<file path="src/rtl/bus_arbiter_pkg.sv">
`default_nettype none
// ============================================================================
// Module   : bus_pkg
// Brief    : Shared bus widths, access-mode codes and arbiter state encoding.
// Revision : 1.0
// ============================================================================
package bus_pkg;

  localparam int XLEN        = 32;
  localparam int SLAVE_WIDTH = 4;
  localparam int BUS_ADDR_W  = XLEN - SLAVE_WIDTH;

  localparam logic [2:0] MODE_B  = 3'b000;
  localparam logic [2:0] MODE_H  = 3'b001;
  localparam logic [2:0] MODE_W  = 3'b010;
  localparam logic [2:0] MODE_BU = 3'b100;
  localparam logic [2:0] MODE_HU = 3'b101;

  typedef enum logic [0:0] {
    ARB_IDLE = 1'b0,
    ARB_BUSY = 1'b1
  } arb_state_t;

endpackage
`default_nettype wire

</file>
<file path="src/rtl/bus_arbiter_if.sv">
`default_nettype none
// ============================================================================
// Module   : bus_arbiter_if
// Brief    : Per-master request bundle plus the shared slave-side bus.
// Revision : 1.0
// ============================================================================
import bus_pkg::*;

interface bus_arbiter_if #(
  parameter int N_MASTERS = 2
);

  logic [N_MASTERS-1:0]             m_req;
  logic [N_MASTERS-1:0]             m_wen;
  logic [3*N_MASTERS-1:0]           m_mode;
  logic [BUS_ADDR_W*N_MASTERS-1:0]  m_addr;
  logic [SLAVE_WIDTH*N_MASTERS-1:0] m_num;
  logic [XLEN*N_MASTERS-1:0]        m_dat_o;
  logic [XLEN-1:0]                  m_dat_i;
  logic [N_MASTERS-1:0]             m_ready;
  logic [N_MASTERS-1:0]             m_err;

  logic                             bus_req;
  logic                             bus_wen;
  logic [2:0]                       bus_mode;
  logic [BUS_ADDR_W-1:0]            bus_addr;
  logic [SLAVE_WIDTH-1:0]           bus_num;
  logic [XLEN-1:0]                  bus_dat_o;
  logic [XLEN-1:0]                  bus_dat_i;
  logic                             bus_ready;

  // The arbiter: serves the masters and drives the interconnect.
  modport slave (
    input  m_req, m_wen, m_mode, m_addr, m_num, m_dat_o, bus_dat_i, bus_ready,
    output m_dat_i, m_ready, m_err,
    output bus_req, bus_wen, bus_mode, bus_addr, bus_num, bus_dat_o
  );

  // The surrounding system: requesting masters and the slave interconnect.
  modport master (
    output m_req, m_wen, m_mode, m_addr, m_num, m_dat_o, bus_dat_i, bus_ready,
    input  m_dat_i, m_ready, m_err,
    input  bus_req, bus_wen, bus_mode, bus_addr, bus_num, bus_dat_o
  );

endinterface
`default_nettype wire

</file>
<file path="src/rtl/bus_arbiter_rr_picker.sv">
`default_nettype none
// ============================================================================
// Module   : rr_picker
// Brief    : Combinational round-robin selector (rotate + priority encode).
// Revision : 1.0
// ============================================================================
module rr_picker #(
  parameter int N     = 2,
  parameter int IDX_W = $clog2(N)
) (
  input  logic [N-1:0]     req,
  input  logic [IDX_W-1:0] last,
  output logic             valid,
  output logic [IDX_W-1:0] sel
);

  logic [IDX_W-1:0] w_start;
  logic [2*N-1:0]   w_dbl;
  logic [N-1:0]     w_rot;
  logic [IDX_W-1:0] w_off;
  logic [IDX_W:0]   w_sum;

  always_comb begin
    w_start = (int'(last) == N - 1) ? '0 : last + 1'b1;
    w_dbl   = {req, req};
    // Bit 0 of the rotated vector is the requester just after the last winner.
    w_rot   = w_dbl[w_start +: N];
    valid   = |req;
    w_off   = '0;
    for (int i = N - 1; i >= 0; i--) begin
      if (w_rot[i]) begin
        w_off = IDX_W'(i);
      end
    end
    w_sum = {1'b0, w_start} + {1'b0, w_off};
    sel   = (int'(w_sum) >= N) ? IDX_W'(int'(w_sum) - N) : w_sum[IDX_W-1:0];
  end

endmodule
`default_nettype wire

</file>
<file path="src/rtl/bus_arbiter.sv">
`default_nettype none
// ============================================================================
// Module   : bus_arbiter
// Brief    : Round-robin system bus arbiter with transfer timeout.
// Revision : 1.0
// ============================================================================
import bus_pkg::*;

module bus_arbiter #(
  parameter int N_MASTERS = 2,
  parameter int TIMEOUT   = 1024,
  parameter int CNT_W     = (TIMEOUT > 0) ? $clog2(TIMEOUT + 1) : 1
) (
  input logic          clk,
  input logic          rst,
  bus_arbiter_if.slave bif
);

  localparam int c_IDX_W = $clog2(N_MASTERS);

  arb_state_t           r_state;
  logic [c_IDX_W-1:0]   r_grant;
  logic [c_IDX_W-1:0]   r_last;
  logic [CNT_W-1:0]     r_tcnt;

  logic                 w_pick_valid;
  logic [c_IDX_W-1:0]   w_pick_sel;
  logic                 w_active;
  logic                 w_timeout;
  logic                 w_done;
  logic [N_MASTERS-1:0] w_grant_oh;

  rr_picker #(
    .N     (N_MASTERS),
    .IDX_W (c_IDX_W)
  ) u_picker (
    .req   (bif.m_req),
    .last  (r_last),
    .valid (w_pick_valid),
    .sel   (w_pick_sel)
  );

  // A granted master that drops its request aborts the transfer immediately.
  assign w_active   = (r_state == ARB_BUSY) && !rst && bif.m_req[r_grant];
  assign w_grant_oh = {{(N_MASTERS-1){1'b0}}, 1'b1} << r_grant;

  generate
    if (TIMEOUT > 0) begin : g_timeout
      assign w_timeout = w_active && !bif.bus_ready &&
                         (r_tcnt == CNT_W'(TIMEOUT - 1));
    end else begin : g_no_timeout
      assign w_timeout = 1'b0;
    end
  endgenerate

  assign w_done = w_active && (bif.bus_ready || w_timeout);

  always_comb begin
    bif.m_ready   = w_done    ? w_grant_oh : '0;
    bif.m_err     = w_timeout ? w_grant_oh : '0;
    bif.m_dat_i   = (w_active && !w_timeout) ? bif.bus_dat_i : '0;
    bif.bus_req   = w_active;
    bif.bus_wen   = 1'b0;
    bif.bus_mode  = '0;
    bif.bus_addr  = '0;
    bif.bus_num   = '0;
    bif.bus_dat_o = '0;
    if (w_active) begin
      bif.bus_wen   = bif.m_wen[r_grant];
      bif.bus_mode  = bif.m_mode[int'(r_grant)*3 +: 3];
      bif.bus_addr  = bif.m_addr[int'(r_grant)*BUS_ADDR_W +: BUS_ADDR_W];
      bif.bus_num   = bif.m_num[int'(r_grant)*SLAVE_WIDTH +: SLAVE_WIDTH];
      bif.bus_dat_o = bif.m_dat_o[int'(r_grant)*XLEN +: XLEN];
    end
  end

  always_ff @(posedge clk) begin
    if (rst) begin
      r_state <= ARB_IDLE;
      r_grant <= '0;
      r_last  <= c_IDX_W'(N_MASTERS - 1);
      r_tcnt  <= '0;
    end else begin
      case (r_state)
        ARB_IDLE: begin
          r_tcnt <= '0;
          if (w_pick_valid) begin
            r_grant <= w_pick_sel;
            r_state <= ARB_BUSY;
          end
        end
        ARB_BUSY: begin
          if (!bif.m_req[r_grant] || w_done) begin
            r_state <= ARB_IDLE;
            r_last  <= r_grant;
            r_tcnt  <= '0;
          end else begin
            r_tcnt <= r_tcnt + 1'b1;
          end
        end
        default: r_state <= ARB_IDLE;
      endcase
    end
  end

endmodule
`default_nettype wire

</file>
<file path="src/flat_wrapper.sv">
// flat-port wrapper written by rule: the top's interface ports become plain ports
module bus_arbiter_flat 
#(
  parameter int N_MASTERS = 2,
  parameter int TIMEOUT   = 1024,
  parameter int CNT_W     = (TIMEOUT > 0) ? $clog2(TIMEOUT + 1) : 1
)
  (clk, rst, bif_m_req, bif_m_wen, bif_m_mode, bif_m_addr, bif_m_num, bif_m_dat_o, bif_bus_dat_i, bif_bus_ready, bif_m_dat_i, bif_m_ready, bif_m_err, bif_bus_req, bif_bus_wen, bif_bus_mode, bif_bus_addr, bif_bus_num, bif_bus_dat_o);
  bus_arbiter_if #(.N_MASTERS(N_MASTERS)) bif_i ();
  input logic clk;
  input logic rst;
  input wire logic [$bits(bif_i.m_req)-1:0] bif_m_req;
  input wire logic [$bits(bif_i.m_wen)-1:0] bif_m_wen;
  input wire logic [$bits(bif_i.m_mode)-1:0] bif_m_mode;
  input wire logic [$bits(bif_i.m_addr)-1:0] bif_m_addr;
  input wire logic [$bits(bif_i.m_num)-1:0] bif_m_num;
  input wire logic [$bits(bif_i.m_dat_o)-1:0] bif_m_dat_o;
  input wire logic [$bits(bif_i.bus_dat_i)-1:0] bif_bus_dat_i;
  input wire logic [$bits(bif_i.bus_ready)-1:0] bif_bus_ready;
  output wire logic [$bits(bif_i.m_dat_i)-1:0] bif_m_dat_i;
  output wire logic [$bits(bif_i.m_ready)-1:0] bif_m_ready;
  output wire logic [$bits(bif_i.m_err)-1:0] bif_m_err;
  output wire logic [$bits(bif_i.bus_req)-1:0] bif_bus_req;
  output wire logic [$bits(bif_i.bus_wen)-1:0] bif_bus_wen;
  output wire logic [$bits(bif_i.bus_mode)-1:0] bif_bus_mode;
  output wire logic [$bits(bif_i.bus_addr)-1:0] bif_bus_addr;
  output wire logic [$bits(bif_i.bus_num)-1:0] bif_bus_num;
  output wire logic [$bits(bif_i.bus_dat_o)-1:0] bif_bus_dat_o;
  assign bif_i.m_req = bif_m_req;
  assign bif_i.m_wen = bif_m_wen;
  assign bif_i.m_mode = bif_m_mode;
  assign bif_i.m_addr = bif_m_addr;
  assign bif_i.m_num = bif_m_num;
  assign bif_i.m_dat_o = bif_m_dat_o;
  assign bif_i.bus_dat_i = bif_bus_dat_i;
  assign bif_i.bus_ready = bif_bus_ready;
  assign bif_m_dat_i = bif_i.m_dat_i;
  assign bif_m_ready = bif_i.m_ready;
  assign bif_m_err = bif_i.m_err;
  assign bif_bus_req = bif_i.bus_req;
  assign bif_bus_wen = bif_i.bus_wen;
  assign bif_bus_mode = bif_i.bus_mode;
  assign bif_bus_addr = bif_i.bus_addr;
  assign bif_bus_num = bif_i.bus_num;
  assign bif_bus_dat_o = bif_i.bus_dat_o;
  bus_arbiter #(.N_MASTERS(N_MASTERS), .TIMEOUT(TIMEOUT), .CNT_W(CNT_W)) u_core (.clk(clk), .rst(rst), .bif(bif_i));
endmodule
</file>
<file path="config.mk">
export PLATFORM = sky130hd
export DESIGN_NAME = bus_arbiter_flat
export DESIGN_NICKNAME = d
export VERILOG_FILES = /design/src/rtl/bus_arbiter_pkg.sv /design/src/rtl/bus_arbiter_if.sv /design/src/rtl/bus_arbiter_rr_picker.sv /design/src/rtl/bus_arbiter.sv /design/src/flat_wrapper.sv
export SDC_FILE = /design/constraint.sdc
export NUM_CORES = 1
export LEC_CHECK = 0
export CORE_AREA = 2 2 107 109
export CTS_BUF_LIST = sky130_fd_sc_hd__clkbuf_8
export CTS_CLUSTER_SIZE = 24
export DETAILED_ROUTE_END_ITERATION = 12
export DIE_AREA = 0 0 109 111
export GPL_ROUTABILITY_DRIVEN = 0
export MAX_ROUTING_LAYER = met4
export PLACE_DENSITY = 0.67
export SLEW_MARGIN = 20
export SYNTH_ARGS = -nofsm -noshare
export SYNTH_HDL_FRONTEND = slang
export SYNTH_SLANG_ARGS = --single-unit
</file>
<file path="constraint.sdc">
create_clock -name clk -period 2 [get_ports clk]
set_clock_uncertainty 0.1 [all_clocks]
set_input_delay 0.2 -clock clk [delete_from_list [all_inputs] [get_ports clk]]
set_output_delay 0.2 -clock clk [all_outputs]
set_load 0.01 [all_outputs]
</file>
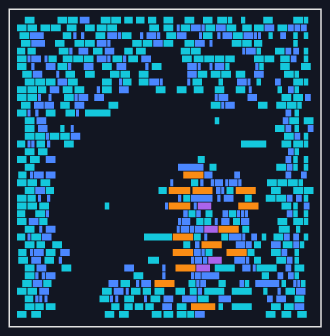
**Above:** run 1 (cells colored by class).
combinational and other logic: shown in blue, cells 229. clock drivers and dummy loads: shown in purple, cells 4. sequential cells: shown in orange, cells 14. remaining buffers and delay cells: shown in cyan, cells 312.

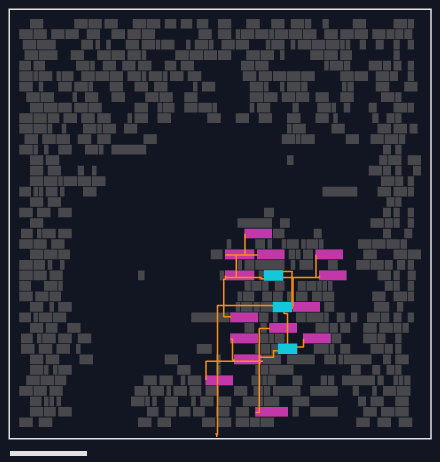
**Above:** run 1 (clock network drawn from the DEF).
Scale bar: 20 microns.
clock drivers: shown in cyan, count 3. flip-flops: shown in magenta, count 14. clock wires: shown in orange, length 221 microns.
There are 4 routed clock nets.

==> impl_metrics.toml, run 1 <==
# yosys + openroad results
[placed_design]
place_worst_setup_slack_ps = -381
dp_hpwl_mm = 8.30
port_buffers = 277
post-place-cells = 693

[cells_and_area]
drive_gt1_share_pct = 18.8
antenna-diode-count = 0
final_net_count = 734
synthToLayoutAreaGrowth_pct = 161
post-route-util_pct = 45.0
instances_no_fill = 702

[synthesis]
synth.top_cells.by_area = "mux2i_1 (36%), nor2_1 (16%), dfxtp_1 (15%)"
yosysWarnings = 0
compound_area_share_pct = 3.61
synthesized_netlist_cell_count = 263
synth_sequential_area_ratio_pct = 14.7
top_logic_kind = "multiplexers"
synth.ff_latch_count = 14
synthesis.area_per_instance_sq_um = 7.25
ys_cells = 263
yosysChipArea_sq_um = 1910
synth_largest_type_area_fraction_pct = 35.7
muxShareOfSynthArea_pct = 36.3
netlist_area_sq_um = 1910
xor_area_share_pct = 3.67
top_area_cell = "mux2i_1"
yosysUniqueCellTypes = 35
syn-num-nets = 437
yosys.area_share.adder_pct = 0.656
post_synth_and_or_nand_nor_area_fraction_pct = 33.5

[timing]
timing_worst_slew_pin_value_ps = 377
rsz0062_at_grt = "true"
final_period_minus_worst_setup_slack_ps = 1960
finalSetupViolations = 0
report.final.hold_viol_count = 0
setup_total_negative_slack_ps = 0
fmaxAchievable_ghz = 0.509
final_critical_path_setup_slack_ps = 35.5
max_slew_margin_pct = 74.9
hold_slack_ps = 375
timing_max_transition_violations_final = 0
final_min_period_over_clock_period_pct = 98.2

[cts]
cts.root.buffer_cell = "clkbuf_8"
ctsHtreeMaxLevel = 1
cts_hold_buffers = 0
cts.reportedPaths.clkPinSlew_ps = 60
clock_tree.buffer_depth = 2
cts_tree = "built"

[power_and_ir_drop]
internal_power_mw = 0.977
pwr-share-seq_pct = 21.5
power.share.switching_pct = 28.0
power.combinational.fraction_pct = 57.9
power.clock.fraction_pct = 20.6
total_leakage_power_nw = 2.17
power_density_nw_per_um2 = 272
vdd_ir_drop_max_mv = 0.238
switchingPower_mw = 0.380

[global_routing]
first_global_vias = 2935
wire_length_of_the_first_global_routing_pass_mm = 14.1
grtUsageTotal_pct = 15.0
overflow = 0
grt_start_max_net_pins = 48
grt_antenna_before_repair = 0

[run_status]
result_of_the_run = "complete, no violations"

[detailed_routing]
detail_route.vias_per_cell = 4.17
ant_nets = 0
detail_route.first_pass.iterations = 4
post_drt_wl_per_cell_microns = 14.4
detail_route.drc_violations = 0
dr.first_iter.drc_count = 52
routed_wirelength_mm = 10.1
vias = 2924

[floorplan]
die_w_microns = 109
chip_area_sq_um = 12100
fp.dieH_microns = 111
placeableCoreArea_sq_um = 11100
io-pin-count = 278
fp-utilization_pct = 17.2
core_rows = 39

[critical_path]
worst-setup-path-type = "reg -> out"
end_kind = "output port"
critical_path_peak_fanout = 32
cp_data_arrival_time_ps = 1660
worst-endpoint-required_ps = 1700
slowest_stage = "dfxtp_2"
reg2reg_depth = 6
cp-start-kind = "register"
r2r_setup_slack_ps = 160
cp_slowest_stage_delay_ps = 350
path_cells = "ha_4, nand4_4, nor4_2, buf_4, a21oi_2, buf_12, and2_1, buf_2"

[min_path]
timing.hold.worst_path_depth = 1
worstHoldPathType = "reg -> reg"

[job]
stage_log_warnings = 27
max-cap-violations = 0
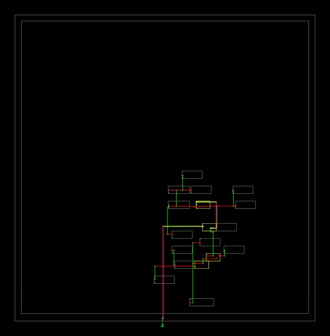
**Above:** run 1 (clock routing).
Clock Latency Late Sink: 250 ps
number of buffers created by CTS: 3
power attributed to the clock group: 0.279 mW
Clock Sinks: 14

==> run 1: metal layers <==
layer,GRT usage (%),part of all wire [%]
met4,1.79,0.58
met5,-,0
met1,14.2,34
met3,3.17,10
met2,30.8,55
==> run 1: power groups by stage <==
stage / Sequential [mW] / Clock, mW / Combinational [mW]
final: 0.292 / 0.279 / 0.786
after global routing: 0.292 / 0.296 / 0.840
after CTS: 0.291 / 0.281 / 0.766
after detailed placement: 0.296 / 0 / 0.800
after global placement: 0.295 / 0 / 0.788
after floorplan: 0.296 / 0 / 0.271
==> run 1: metrics by stage <==
step                      area (sq um)  total power, mW
final                             4980             1.36
after floorplan                   1910            0.568
after CTS                         4920             1.34
after global routing              4980             1.43
after global placement            5050             1.08
after detailed placement          5050             1.10
==> run 1: cells in the final DEF, fill, tap and decap left out, types with 2 or more instances in the layout <==
cell type	synthesis	layout
xnor2_1	5	5
clkdlybuf4s15_1	0	25
buf_12	0	5
clkdlybuf4s50_1	0	172
dlygate4sd2_1	0	30
clkbuf_16	0	2
and2_1	32	32
nand3_1	5	3
nor2_1	82	81
buf_4	1	25
xor2_1	3	3
buf_2	14	34
dfxtp_2	0	2
inv_1	7	7
mux2i_1	68	66
clkbuf_8	0	4
nor3_1	2	2
clkbuf_2	0	15
buf_6	3	2
a21oi_1	2	2
nand2_1	4	4
mux2i_2	0	2
dfxtp_1	14	11
==> run 1: cells in the mapped netlist <==
cell and instances:
o31ai_1 1, o21ai_0 1, nor4b_1 1, o311a_1 1, buf_1 1, and3_1 1
inv_1 7, mux2_1 1, nor3_1 2, buf_6 3, a21oi_2 1, ha_1 1
nor2_1 82, nand2_1 4, nor4_1 1, nor4_2 1, or3_1 1, o41a_1 1
and2_1 32, nand3b_1 1, dfxtp_1 14, xnor2_1 5, a31oi_1 1, buf_2 14
xor2_1 3, nand4_2 1, nor2b_1 1, nor3b_1 1, buf_4 1, clkbuf_1 1
nand3_1 5, or2_2 1, a311o_1 1, mux2i_1 68, a21oi_1 2
==> run 1: area by class of cell <==
cell class	instances	area, sq um
Timing Repair Buffer	312	2880
Tap cell	143	179
Clock buffer	4	55.1
Multi-Input combinational cell	222	1550
Fill cell	1110	6100
Sequential cell	14	287
Inverter	7	26.3
==> run 1: state kept, by name (all words and copies together), names as in the netlist <==
name and cells:
u_core.r_state 1, u_core.r_grant 1, u_core.r_last 1, u_core.r_tcnt 11
==> run 1: worst paths after layout <==
check	start	end
worst max-delay path	u_core.r_tcnt[1]	bif_m_dat_i[6]
worst min-delay path	u_core.r_tcnt[10]	u_core.r_tcnt[10]
worst max register to register	u_core.r_grant	u_core.r_state
worst min register to register	u_core.r_tcnt[10]	u_core.r_tcnt[10]
==> run 1: worst max-delay path, delay by kind of cell, from the launching register on <==
kind / cells / cell delay [ps]
AND-OR/OR-AND: 1 / 60
adder cells (fa/ha/maj): 1 / 150
buffers and inverters: 3 / 450
flip-flops: 1 / 350
AND/OR/NAND/NOR: 3 / 390
==> run 1: what timing repair did <==
item / in CTS / in global routing
buffers inserted: 2 / 1
endpoints found under the setup margin: 106 / 108
pin swaps: 5 / 0
gates cloned: 0 / 2
gates resized: 225 / 60
==> inputs of run 2 (changes only) <==
ABC_AREA = 1   (was default)
CORE_AREA = 2 2 109 111   (was 2 2 107 109)
CTS_CLUSTER_DIAMETER = 60   (was default)
DIE_AREA = 0 0 111 113   (was 0 0 109 111)
PLACE_DENSITY = 0.65   (was 0.67)
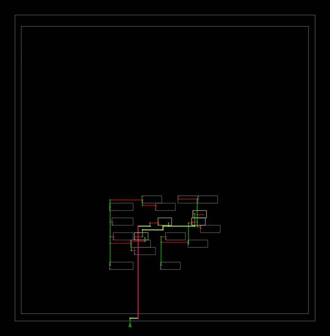
**Above:** run 2 (clock routing).
sequential cell count: 14
Clock Latency Late Sink: 240 ps
power attributed to the clock group: 0.270 mW
Clock Buffer Count: 4

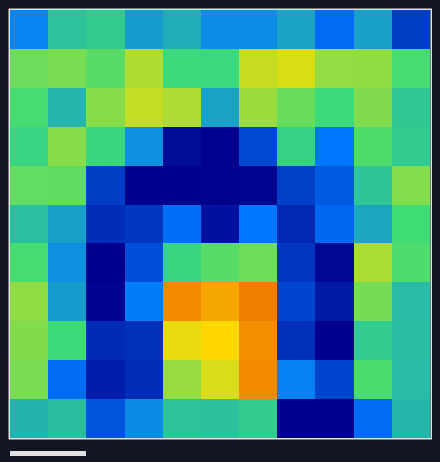
**Above:** run 2 (cell density map).
Scale bar: 20 microns. The die is cut into 11 by 11 equal tiles; dark blue is low, red is high, 0 to 100% covered.
The fullest tile reaches 86%. The densest ninth of the die: south. The mean over all tiles is 38%. 9.1% of the tiles are nearly empty. 5.0% of the tiles are over 75% full.

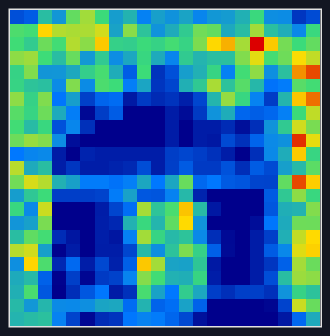
**Above:** run 2 (routed metal per tile).
The die is cut into 22 by 23 equal tiles; dark blue is low, red is high, scaled to the fullest tile. Values are wire area over tile area, all layers added.
22% of the tiles are over half the peak. The emptiest ninth of the die: center. The fullest tile reaches 0.47. 12% of the tiles are nearly empty. The mean over all tiles is 0.15.

==> run 2 against run 1 <==
Synthesized area fell by 1.7%. Via count grew 18%. Register-to-register slack gained 190 ps. Critical endpoint is now bif_bus_addr[21]. Synthesized cell count rose by 45%. Critical path depth decreased by 1. Total power shrank 0.91%. Global-route usage rose by 2.1 points.
==> impl_metrics.toml, run 2 <==
# yosys + openroad results
[run_status]
result_of_the_run = "complete, no violations"

[job]
max-cap-violations = 0
stage_log_warnings = 26

[cts]
ctsHtreeMaxLevel = 1
clock_tree.buffer_depth = 2
cts_made_buffers = 3
cts_sinks = 14
cts_hold_buffers = 0
cts.reportedPaths.clkPinSlew_ps = 60
cts_tree = "built"
cts.root.buffer_cell = "clkbuf_8"

[timing]
finalSetupViolations = 0
final_min_period_over_clock_period_pct = 95.8
fmaxAchievable_ghz = 0.522
final_period_minus_worst_setup_slack_ps = 1920
timing_max_transition_violations_final = 0
max_slew_margin_pct = 80.3
report.final.hold_viol_count = 0
rsz0062_at_grt = "false"
timing_worst_slew_pin_value_ps = 295
hold_slack_ps = 293

[synthesis]
top_area_cell = "nand2_1"
synthArstFlopShare_pct = 0
synth.ff_latch_count = 14
synthesized_netlist_cell_count = 382
yosysWarnings = 0
syn-num-nets = 556
ys_cells = 382
synth.top_cells.by_area = "nand2_1 (30%), a21oi_1 (19%), dfxtp_1 (15%)"
yosysUniqueCellTypes = 26
common_cells = "nand2_1 (150), a21oi_1 (73), nor2_1 (45)"
yosysChipArea_sq_um = 1870
synthesis.area_per_instance_sq_um = 4.91
synth_largest_type_area_fraction_pct = 30.0
yosysMostFrequentCell = "nand2_1"
netlist_area_sq_um = 1870
number_of_enable_type_register_cells_in_the_synthesized_netlist = 0
flop_cell = "dfxtp_1"
synth_sequential_area_ratio_pct = 15.0

[critical_path]
worst-endpoint-required_ps = 1700
worst-setup-path-type = "reg -> out"
r2r_setup_slack_ps = 350
cp-start-kind = "register"
slowest_stage = "dfxtp_4"
path_cells = "inv_4, nand2_2, nand2_2, nand2_4, buf_6, a21oi_1, dlygate4sd2_1"
cp_slowest_stage_delay_ps = 360
end_kind = "output port"
rr_startpoint = "u_core.r_tcnt[0]"
reg2reg_depth = 9
critical_path.most_common_cell = "nand2_2"
critical_path_peak_fanout = 32
crit-reg2reg-capture = "u_core.r_tcnt[10]"
cp_data_arrival_time_ps = 1620
crit_path_start = "u_core.r_grant"
endpoint = "bif_bus_addr[21]"

[detailed_routing]
detail_route.vias_per_cell = 4.26
ant_nets = 0
dr.first_iter.drc_count = 131
detail_route.drc_violations = 0
vias = 3456
routed_wirelength_mm = 11.3
detail_route.first_pass.iterations = 4
post_drt_wl_per_cell_microns = 13.9

[floorplan]
chip_area_sq_um = 12500
placeableCoreArea_sq_um = 11300
fp.dieH_microns = 113
die_w_microns = 111
fp-utilization_pct = 16.6
core_rows = 39
io-pin-count = 278

[power_and_ir_drop]
power_density_nw_per_um2 = 272
power.clock.fraction_pct = 20.1
pwr-share-seq_pct = 21.8
power.share.switching_pct = 31.1
internal_power_mw = 0.926
total_leakage_power_nw = 2.58
power.combinational.fraction_pct = 58.0
report.power.total_mw = 1.34
vdd_ir_drop_max_mv = 0.233
switchingPower_mw = 0.418

[global_routing]
grt_antenna_before_repair = 1
grt_start_max_net_pins = 42
wire_length_of_the_first_global_routing_pass_mm = 17.0
first_global_vias = 3474
overflow = 0
grtUsageTotal_pct = 17.1

[cells_and_area]
largest-register = "u_core.r_tcnt"
final_net_count = 843
final_common_cell = "clkdlybuf4s50_1"
most_frequent_cells_in_the_layout = "clkdlybuf4s50_1 (170), nand2_1 (147), a21oi_1 (72), dlygate4sd2_1 (71), inv_1 (39)"
largest_reg_flops = 11
stdcell_area_sq_um = 4950
synthToLayoutAreaGrowth_pct = 164
drive_gt1_share_pct = 14.8

[placed_design]
dp_hpwl_mm = 9.02
port_buffers = 277
dpl-instance-area_sq_um = 4920

[min_path]
worstHoldPathType = "in -> reg"
[run 2: netlist changes by cell type after synthesis, sizes merged, moves of 2 or more]
cell / change
mux2i: -68
and2: -32
xnor2: -3
clkbuf: +17
nor2: -35
nand2: +151
buf: -11
inv: +35
a21oi: +70
nand3: +5
nor4: -2
[run 2: repair_timing]
item | 4_1_cts | 5_1_grt
resized | 194 | 33
buffers inserted | 3 | 5
cloned | 3 | 0
pin swaps | 3 | 10
setup endpoints to repair | 105 | 37
[run 2: cell type report]
cell class	count	area, sq um
fill	1186	6320
tap	143	179
sequential	14	290
clock buffer	4	55.1
timing repair buffer	308	2860
antenna	1	2.50
multi-input combinational	300	1400
inverter	42	163
[run 2: logic make-up (layout without fill, tap and decap cells)]
| group | count (synthesis) | count (layout) | synth area share, % |
|---|---|---|---|
| other | 0 | 1 | 0 |
| xor gates and xnor gates | 4 | 4 | 1.87 |
| adders and majority gates | 1 | 1 | 0.667 |
| AOI/OAI and AO/OA | 76 | 76 | 20.4 |
| DFF | 14 | 14 | 15.0 |
| and+or+nand+nor | 219 | 219 | 47.3 |
| buffers and inverters | 68 | 354 | 14.8 |
[run 2: through the flow]
stage / std cells / utilization [%] / TNS [ps] / worst slack, ps
floorplan: 382 / - / 0 / 362
global placement: 799 / 43.6 / -16570 / -265
detailed placement: 799 / 43.6 / -17810 / -268
CTS: 809 / 44.4 / 0 / 13.3
global route: 812 / 43.9 / 0 / 0.501
finish: 812 / 43.9 / 0 / 83.6
[run 2: how the worst min path moves through the flow]
stage	startpoint	to	slack, ps	depth (start not counted)
CTS	u_core.r_last	u_core.r_last	380	2
floorplan	rst	u_core.r_grant	170	1
global placement	u_core.r_last	u_core.r_last	350	2
detailed placement	u_core.r_last	u_core.r_last	370	2
finish	bif_m_req[1]	u_core.r_grant	290	4
global route	bif_m_req[1]	u_core.r_grant	310	4
[run 2: critical path: cells and delay by family, from the launching register on]
family | cells | cell delay, ps
flip-flops | 1 | 360
buffers and inverters | 3 | 570
AND-OR/OR-AND | 1 | 190
AND/OR/NAND/NOR | 3 | 230
[run 2: per-layer routing]
metal | GRT usage [%] | up-vias | part of all wire (%)
met5 | - | - | 0
met4 | 3.42 | 0 | 1.3
met3 | 4.93 | 10 | 9.2
met1 | 17.4 | 1513 | 38
li1 | - | 1752 | -
met2 | 32.8 | 181 | 52
[run 2: power by group through the flow]
stage	Sequential, mW	Clock (mW)	Combinational (mW)
after floorplan	0.296	0	0.256
after global placement	0.299	0	0.784
after detailed placement	0.299	0	0.794
after CTS	0.294	0.279	0.790
after global routing	0.295	0.293	0.850
final	0.294	0.270	0.780
==> inputs of run 3 (changes only) <==
ABC_AREA = default   (was 1)
CORE_AREA = 2 2 107 109   (was 2 2 109 111)
DIE_AREA = 0 0 109 111   (was 0 0 111 113)
GPL_ROUTABILITY_DRIVEN = 1   (was 0)
PLACE_DENSITY = 0.67   (was 0.65)
clock period = 1.8 ns   (was 2 ns; I/O delays follow)
==> run 3 against run 2 <==
The flow now finishes with violations (negative setup slack). Critical path depth grew 2. Cell area grew 19%. Synthesized area grew 1.7%. Wire length grew 6.6%. Critical endpoint is now bif_bus_num[0].
==> impl_metrics.toml, run 3 <==
# yosys + openroad results
[timing]
final_min_period_over_clock_period_pct = 113
rsz0062_at_grt = "true"
setup_total_negative_slack_ps = -9770
fmaxAchievable_ghz = 0.492
hold_slack_ps = 385
final_critical_path_setup_slack_ps = -233
final_period_minus_worst_setup_slack_ps = 2030
timing_max_transition_violations_final = 0
finalSetupViolations = 98
report.final.hold_viol_count = 0
max_slew_margin_pct = 76.6
timing_worst_slew_pin_value_ps = 342

[cells_and_area]
largest_reg_flops = 11
instances_no_fill = 737
final-seq-area_sq_um = 287
synthToLayoutAreaGrowth_pct = 210
most_frequent_cells_in_the_layout = "clkdlybuf4s50_1 (170), buf_6 (64), buf_2 (60), mux2i_1 (57), nor2_4 (42)"
final_net_count = 769
stdcell_area_sq_um = 5910
fillerInstances = 985
drive_gt1_share_pct = 43.9
antenna-diode-count = 0
largest-register = "u_core.r_tcnt"
layout.area.comb_sq_um = 1940
final_common_cell = "clkdlybuf4s50_1"

[job]
stage_log_warnings = 29
max-cap-violations = 0

[critical_path]
slowest_stage = "dfxtp_4"
worst-setup-path-type = "reg -> out"
crit-reg2reg-capture = "u_core.r_tcnt[5]"
reg2reg_depth = 8
worst-endpoint-required_ps = 1520
critical_path.most_common_cell = "buf_12"
cp_slowest_stage_delay_ps = 350
crit_path_start = "u_core.r_grant"
r2r_setup_slack_ps = -30
cp_data_arrival_time_ps = 1750
critical_path_peak_fanout = 6
cp-start-kind = "register"
end_kind = "output port"
path_cells = "mux2_4, nand3_4, buf_6, buf_12, buf_12, buf_16, buf_12, nor2_4, buf_6"
endpoint = "bif_bus_num[0]"
rr_startpoint = "u_core.r_grant"

[detailed_routing]
ant_nets = 0
detail_route.first_pass.iterations = 4
routed_wirelength_mm = 12.0
detail_route.drc_violations = 0
detail_route.vias_per_cell = 4.23
dr.first_iter.drc_count = 67
post_drt_wl_per_cell_microns = 16.3
vias = 3120

[floorplan]
fp-utilization_pct = 17.2
die_w_microns = 109
io-pin-count = 278
fp.dieH_microns = 111
chip_area_sq_um = 12100
placeableCoreArea_sq_um = 11100

[global_routing]
grt_antenna_before_repair = 0
global_route.usage.met3_pct = 3.94
grtUsageTotal_pct = 18.0
met2_usage_in_global_routing_pct = 33.9
busiest_layer = "met2"
grt_use_met1_pct = 18.0
wire_length_of_the_first_global_routing_pass_mm = 16.5
grt_start_max_net_pins = 33
overflow = 0
first_global_vias = 3282

[cts]
cts_made_buffers = 3
cts.reportedPaths.clkPinSlew_ps = 60
ctsHtreeMaxLevel = 1
clock_tree.buffer_depth = 2
cts_sinks = 14
clk-insertion-delay-late_ps = 240
cts_tree = "built"
cts.root.buffer_cell = "clkbuf_8"

[run_status]
violations_in_the_final_reports = "negative setup slack"
result_of_the_run = "complete, but fails checks"

[power_and_ir_drop]
report.power.total_mw = 1.72
total_leakage_power_nw = 2.48
internal_power_mw = 1.18
pwr-share-seq_pct = 18.9
power.combinational.fraction_pct = 66.5
power_density_nw_per_um2 = 291
power.clock.fraction_pct = 14.6
vdd_ir_drop_max_mv = 0.169
power.share.switching_pct = 31.1
switchingPower_mw = 0.533

[synthesis]
synth.top_cells.by_area = "mux2i_1 (36%), nor2_1 (16%), dfxtp_1 (15%)"
top_area_cell = "mux2i_1"
number_of_enable_type_register_cells_in_the_synthesized_netlist = 0
synth.ff_latch_count = 14
synth_sequential_area_ratio_pct = 14.7
synthesis.area_per_instance_sq_um = 7.25
yosysChipArea_sq_um = 1910
common_cells = "nor2_1 (82), mux2i_1 (68), and2_1 (32)"
synthArstFlopShare_pct = 0
yosysWarnings = 0
yosysUniqueCellTypes = 35
synthesized_netlist_cell_count = 263
ys_cells = 263
syn-num-nets = 437
flop_cell = "dfxtp_1"
netlist_area_sq_um = 1910
yosysMostFrequentCell = "nor2_1"
synth_largest_type_area_fraction_pct = 35.7

[placed_design]
port_buffers = 277
dp_hpwl_mm = 8.80
gp_congestion = 0.837
place_worst_setup_slack_ps = -498
post-place-cells = 698
dpl-instance-area_sq_um = 5100

[min_path]
worstHoldPathType = "in -> reg"
run 3: cell count changes in the layout (fill, tap and decap cells not counted), moves of 38 or more:
cell and change:
mux2i_1 +57, nand2_1 -143, buf_6 +60, dlygate4sd2_1 -69
a21oi_1 -70, nor2_4 +38, buf_2 +44
run 3: area by class of cell:
cell class	instances	share of cell area [%]
Clock buffer	3	0.699
Clock inverter	1	0.0636
Multi-Input combinational cell	222	32.9
Timing Repair Buffer	347	58.0
Sequential cell	14	4.85
Tap cell	143	3.03
Inverter	7	0.487
run 3: kinds of logic after synthesis:
| logic type | after synthesis | share of synthesized area (%) |
|---|---|---|
| AND-OR/OR-AND | 9 | 3.61 |
| adder cells (fa/ha/maj) | 1 | 0.656 |
| flip-flops | 14 | 14.7 |
| AND/OR/NAND/NOR | 135 | 33.5 |
| buffers and inverters | 27 | 7.61 |
| XOR/XNOR | 8 | 3.67 |
| multiplexers | 69 | 36.3 |
run 3: repair_timing:
action	CTS	global route
setup buffers	31	9
gates resized	502	141
cloned	5	0
pin swaps	33	37
hold endpoints to repair	0	0
hold buffers	0	0
endpoints found under the setup margin	106	115
run 3: layer usage:
metal / vias to the layer above / routed length (microns)
met3: 23 / 1220
met2: 181 / 6420
met1: 1372 / 4080
met4: 0 / 318
li1: 1544 / -
met5: - / 0
run 3: how the worst min path moves through the flow:
stage,from,endpoint,slack [ps],depth (start not counted)
after floorplan,rst,u_core.r_grant,150,1
after global placement,u_core.r_tcnt[10],u_core.r_tcnt[10],360,1
after detailed placement,u_core.r_tcnt[10],u_core.r_tcnt[10],400,1
after CTS,bif_m_req[1],u_core.r_grant,380,4
after global routing,bif_m_req[1],u_core.r_grant,400,4
final,bif_m_req[1],u_core.r_grant,390,4
run 3: power groups by stage:
stage | sequential, mW | clock (mW) | combinational [mW]
floorplan | 0.329 | 0 | 0.302
global placement | 0.328 | 0 | 0.888
detailed placement | 0.329 | 0 | 0.899
CTS | 0.323 | 0.261 | 1.01
global route | 0.324 | 0.273 | 1.21
finish | 0.324 | 0.251 | 1.14
run 3: critical path, delay by kind of cell (launching register included):
kind | cells | cell delay (ps)
buffers and inverters | 6 | 710
flip-flops | 1 | 350
multiplexers | 1 | 320
AND/OR/NAND/NOR | 2 | 100
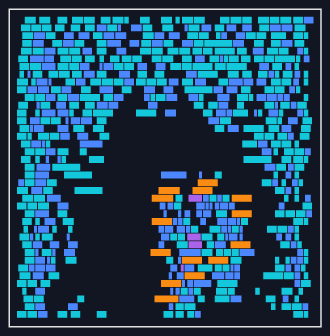
**Above:** run 3 (cells colored by class).
final design utilization: 53.3%
Core Rows: 39

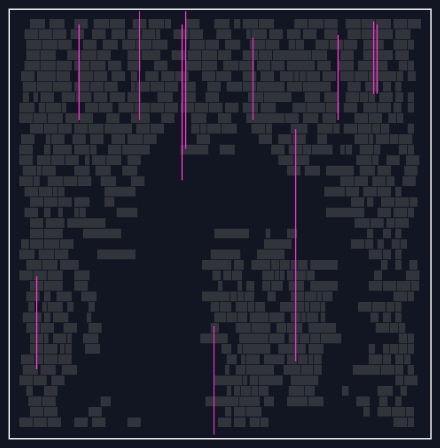
**Above:** run 3 (met4 routing).
Cells faint in the background.
The layer holds 2.6% of the routed length. The layer carries 318 microns of wire.

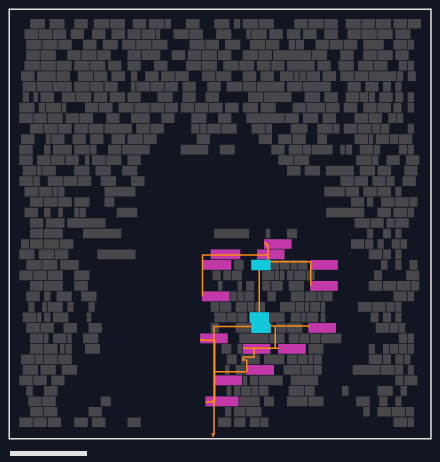
**Above:** run 3 (clock network drawn from the DEF).
Scale bar: 20 microns.
clock wires: shown in orange, length 182 microns. clock drivers: shown in cyan, count 3. flip-flops: shown in magenta, count 14.
There are 4 routed clock nets.

Power figures rest on the tool's default switching activity, not on a simulated workload.
